## src/rtl/tagger_sequencer.sv

```systemverilog
// Run controller for the event tagger: sequences counter reset, arm, timed capture and drain,
// and counts accepted and lost records during the capture/drain window.
module tagger_sequencer #(
    parameter logic [7:0] ADDR         = 8'h08,
    parameter int         RESET_CYCLES = 4,
    parameter int         DRAIN_CYCLES = 8
) (
    input  logic        clk,
    input  logic        reset_n,
    input  logic [7:0]  reg_addr,
    input  logic [7:0]  reg_data,
    input  logic        reg_wr,
    input  logic        data_rdy,
    input  logic        fifo_full,
    output logic        capture_operate,
    output logic        counter_operate,
    output logic        reset_counter,
    output logic        busy,
    output logic        done,
    output logic [31:0] record_count,
    output logic [15:0] lost_count
);

    typedef enum logic [2:0] {
        S_IDLE,
        S_RESET,
        S_ARM,
        S_RUN,
        S_DRAIN,
        S_DONE
    } state_t;

    localparam logic [7:0]  A_CMD      = ADDR;
    localparam logic [7:0]  A_D0       = ADDR + 8'd1;
    localparam logic [7:0]  A_D1       = ADDR + 8'd2;
    localparam logic [7:0]  A_D2       = ADDR + 8'd3;
    localparam logic [7:0]  A_D3       = ADDR + 8'd4;
    localparam logic [15:0] RESET_LAST = 16'(RESET_CYCLES - 1);
    localparam logic [15:0] DRAIN_LAST = 16'(DRAIN_CYCLES - 1);

    state_t      state, next_state;
    logic        start_p0, stop_p0, clear_p0;
    logic [31:0] duration;
    logic [31:0] run_timer;
    logic [15:0] phase_cnt;
    logic        idle_or_done;
    logic        clr_cnt;

    function automatic logic [31:0] sat_inc32(input logic [31:0] v);
        return (v == 32'hFFFF_FFFF) ? v : v + 32'd1;
    endfunction

    function automatic logic [15:0] sat_inc16(input logic [15:0] v);
        return (v == 16'hFFFF) ? v : v + 16'd1;
    endfunction

    // Bus write stage: command pulses and duration bytes are registered here
    always_ff @(posedge clk) begin
        if (!reset_n) begin
            start_p0 <= 1'b0;
            stop_p0  <= 1'b0;
            clear_p0 <= 1'b0;
            duration <= 32'd0;
        end else begin
            start_p0 <= reg_wr && (reg_addr == A_CMD) && reg_data[0];
            stop_p0  <= reg_wr && (reg_addr == A_CMD) && reg_data[1];
            clear_p0 <= reg_wr && (reg_addr == A_CMD) && reg_data[2];
            if (reg_wr && reg_addr == A_D0) duration[7:0]   <= reg_data;
            if (reg_wr && reg_addr == A_D1) duration[15:8]  <= reg_data;
            if (reg_wr && reg_addr == A_D2) duration[23:16] <= reg_data;
            if (reg_wr && reg_addr == A_D3) duration[31:24] <= reg_data;
        end
    end

    // Sequencer stage
    always_ff @(posedge clk) begin
        if (!reset_n) state <= S_IDLE;
        else          state <= next_state;
    end

    always_comb begin
        next_state = state;
        case (state)
            S_IDLE:  if (start_p0 && !stop_p0) next_state = S_RESET;
            S_RESET: begin
                if (stop_p0)                       next_state = S_IDLE;
                else if (phase_cnt == RESET_LAST)  next_state = S_ARM;
            end
            S_ARM:   next_state = stop_p0 ? S_IDLE : S_RUN;
            S_RUN:   if (stop_p0 || run_timer == 32'd1) next_state = S_DRAIN;
            S_DRAIN: if (phase_cnt == DRAIN_LAST) next_state = S_DONE;
            S_DONE: begin
                if (start_p0 && !stop_p0) next_state = S_RESET;
                else if (clear_p0)        next_state = S_IDLE;
            end
            default: next_state = S_IDLE;
        endcase
    end

    // Phase counter restarts on every state change; a zero duration leaves the timer parked at 0
    always_ff @(posedge clk) begin
        if (state != next_state) phase_cnt <= 16'd0;
        else                     phase_cnt <= phase_cnt + 16'd1;

        if (state == S_RESET && next_state == S_ARM)
            run_timer <= duration;
        else if (state == S_RUN && run_timer > 32'd1)
            run_timer <= run_timer - 32'd1;
    end

    assign idle_or_done = (state == S_IDLE) || (state == S_DONE);
    assign clr_cnt      = idle_or_done && (clear_p0 || next_state == S_RESET);

    // Record counting stage
    always_ff @(posedge clk) begin
        if (!reset_n) begin
            record_count <= 32'd0;
            lost_count   <= 16'd0;
        end else if (clr_cnt) begin
            record_count <= 32'd0;
            lost_count   <= 16'd0;
        end else if ((state == S_RUN || state == S_DRAIN) && data_rdy) begin
            if (fifo_full) lost_count   <= sat_inc16(lost_count);
            else           record_count <= sat_inc32(record_count);
        end
    end

    assign reset_counter   = (state == S_RESET);
    assign counter_operate = (state == S_ARM) || (state == S_RUN) || (state == S_DRAIN);
    assign capture_operate = (state == S_RUN);
    assign busy            = !idle_or_done;
    assign done            = (state == S_DONE);

endmodule

```

## config.mk

```make
export PLATFORM = sky130hd
export DESIGN_NAME = tagger_sequencer
export DESIGN_NICKNAME = d
export VERILOG_FILES = /design/src/rtl/tagger_sequencer.sv
export SDC_FILE = /design/constraint.sdc
export NUM_CORES = 1
export LEC_CHECK = 0
export ABC_AREA = 1
export CAP_MARGIN = 30
export CORE_ASPECT_RATIO = 1.1
export CORE_MARGIN = 2
export CORE_UTILIZATION = 47
export DETAILED_ROUTE_END_ITERATION = 7
export GPL_TIMING_DRIVEN = 0
export PLACE_DENSITY_LB_ADDON = 0.15
export SLEW_MARGIN = 20
export SYNTH_ARGS = -nofsm -noshare
export SYNTH_HDL_FRONTEND = slang
export SYNTH_SLANG_ARGS = --single-unit
```

## constraint.sdc

```tcl
create_clock -name clk -period 4.19 [get_ports clk]
set_input_delay 0.419 -clock clk [delete_from_list [all_inputs] [get_ports clk]]
set_output_delay 0.419 -clock clk [all_outputs]
set_load 0.01 [all_outputs]
```

==> COMMIT_EDITMSG <==
Log flow metrics for this revision

* Status: finished, final reports clean
- Per the Yosys statistics, synthesis produced 1,064 cells.
- The cell area that synthesis handed to floorplanning was 0.00752 mm^2.
* GRT Resource Usage Total: 21.6%
* DRC errors left: 0
- Initial DRT Pass Iterations: 6
- Crit-path cells: inv_1 > ha_1 > nand2_1 > nor2_2 > nand4_1 > nor2_1 > nand2_1 > nor2_1 > o21ai_4 > buf_16
- Final setup violation count: 0
* Number of failing hold endpoints at the final stage: 0
* Crit end category: flop
- PwrDens: 336 mW/mm^2
* Overflow left after global routing: 0
- Per the final layout report, the fraction of cells sized above drive strength 1 comes to 8.29%.
- For the worst flop-to-flop path, the logic depth is 10.
- After clock tree synthesis, the clock-pin slew on the worst setup and hold paths is 60 ps.
* Buffer cell driving the clock tree root: sky130_fd_sc_hd__clkbuf_16
- After detailed routing, the number of vias per cell comes to 4.98.
- Final count of pins violating max slew: 0
- Inserted Diodes: 0
- Largest net degree at the start of global routing: 20
* IR drop worst, VDD: 0.285 mV
- For this block, the routed nets add up to 18,000 um of wire.
* Worst slew margin: 56.1%
- Portion of the clock cycle consumed by the worst path in the final layout: 66.0%
- Number of enable-type register cells in the synthesized netlist: 32
==> worst min-delay path by stage <==
stage,startpoint,to
final,phase_cnt[0],phase_cnt[0]
after global routing,phase_cnt[0],phase_cnt[0]
after CTS,phase_cnt[0],phase_cnt[0]
after detailed placement,phase_cnt[0],phase_cnt[0]
after global placement,phase_cnt[0],phase_cnt[0]
after floorplan,phase_cnt[0],phase_cnt[0]
==> cell usage in the layout (no fill, tap or decap), drive strengths merged, types with 5 or more instances in the layout <==
| master | n |
|---|---|
| inv | 130 |
| nand3b | 6 |
| nand4 | 15 |
| nand2 | 273 |
| clkdlybuf4s50 | 73 |
| clkinv | 6 |
| nor2 | 200 |
| a211oi | 16 |
| a21oi | 24 |
| edfxtp | 32 |
| xor2 | 47 |
| clkbuf | 31 |
| ha | 5 |
| xnor2 | 29 |
| nand3 | 41 |
| dfxtp | 102 |
| nor3 | 48 |
| o21ai | 58 |
| buf | 18 |
==> power breakdown <==
part	total, W	leakage [nW]	switching (W)	internal [W]
combinational	0.000180	1.96	0.0000907	0.0000894
clock	0.00147	0.299	0.000575	0.000896
sequential	0.00141	1.11	0.0000488	0.00136
==> per-stage QoR <==
| stage | area [um^2] | setup slack, ps | total power [W] |
|---|---|---|---|
| 2_1_floorplan | 7520 | 318 | 0.00156 |
| 3_3_place_gp | 8500 | -908 | 0.00161 |
| 3_5_place_dp | 8540 | 1480 | 0.00162 |
| 4_1_cts | 9120 | 1460 | 0.00309 |
| 5_1_grt | 9120 | 1230 | 0.00316 |
| 6_report | 9120 | 1430 | 0.00306 |
==> sequential cells by signal, indices dropped and copies added (netlist names) <==
signal	flops
state	3
run_timer	32
stop_p0	1
lost_count	16
duration	32
start_p0	1
phase_cnt	16
clear_p0	1
record_count	32
==> per-layer routing <==
| layer | global-route usage, % | share of wire, % | up-vias | wire length (um) |
|---|---|---|---|---|
| met5 | 0 | 0 | - | 0 |
| met4 | 10.0 | 2.8 | 0 | 503 |
| met3 | 4.42 | 4.3 | 41 | 773 |
| met2 | 38.0 | 48 | 166 | 8700 |
| met1 | 25.4 | 45 | 3045 | 8020 |
| li1 | - | - | 3568 | - |
==> layout make-up <==
| class | count | area, um^2 |
|---|---|---|
| fillers | 1489 | 6560 |
| multi-input cells | 777 | 3880 |
| flip-flops and latches | 134 | 3000 |
| repair buffers | 74 | 758 |
| clock buffers | 21 | 492 |
| inverters | 126 | 475 |
| well taps | 200 | 250 |
| plain buffers | 27 | 164 |
| clock inverters | 11 | 92.6 |
==> kinds of logic (layout without fill, tap and decap cells) <==
| logic type | Yosys count | count (layout) | synth area share, % |
|---|---|---|---|
| AOI/OAI and AO/OA | 107 | 107 | 8.01 |
| xor gates and xnor gates | 76 | 76 | 8.86 |
| adders and majority gates | 5 | 5 | 0.832 |
| buffers and inverters | 153 | 259 | 8.51 |
| DFF | 134 | 134 | 40.0 |
| and+or+nand+nor | 589 | 589 | 33.8 |
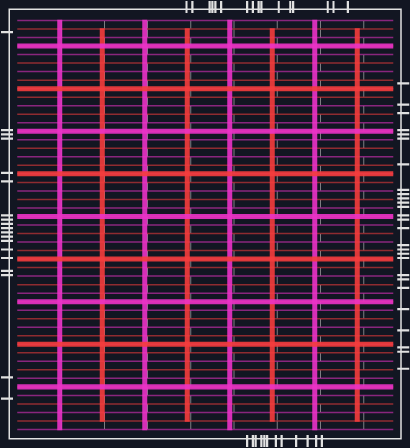
(PDN straps and rails)
Pins as bars on the die edge. Tap cells in grey.
| colour | net |
|---|---|
| red | VDD |
| magenta | VSS |
met5 straps: 9
tap cells: 200

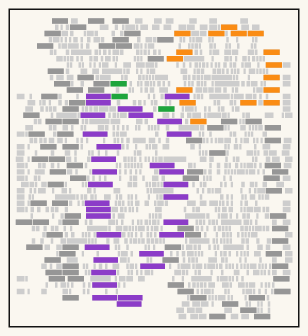
(sequential cells grouped by signal name)
Other sequential cells in the stronger grey, the rest of the logic in the fainter grey.
| colour | netlist name | flops |
|---|---|---|
| orange | lost_count | 16 |
| green | state | 3 |
| purple | run_timer | 32 |

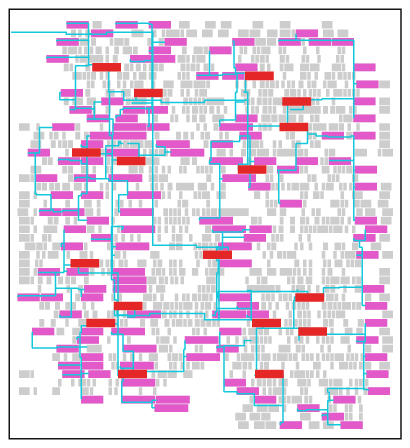
(clock distribution)
[cyan] clock wires | length: 1,820 um
[magenta] flip-flops | count: 134
[red] clock drivers | count: 17
flops lie: spread over the die

Power figures rest on the tool's default switching activity, not on a simulated workload.
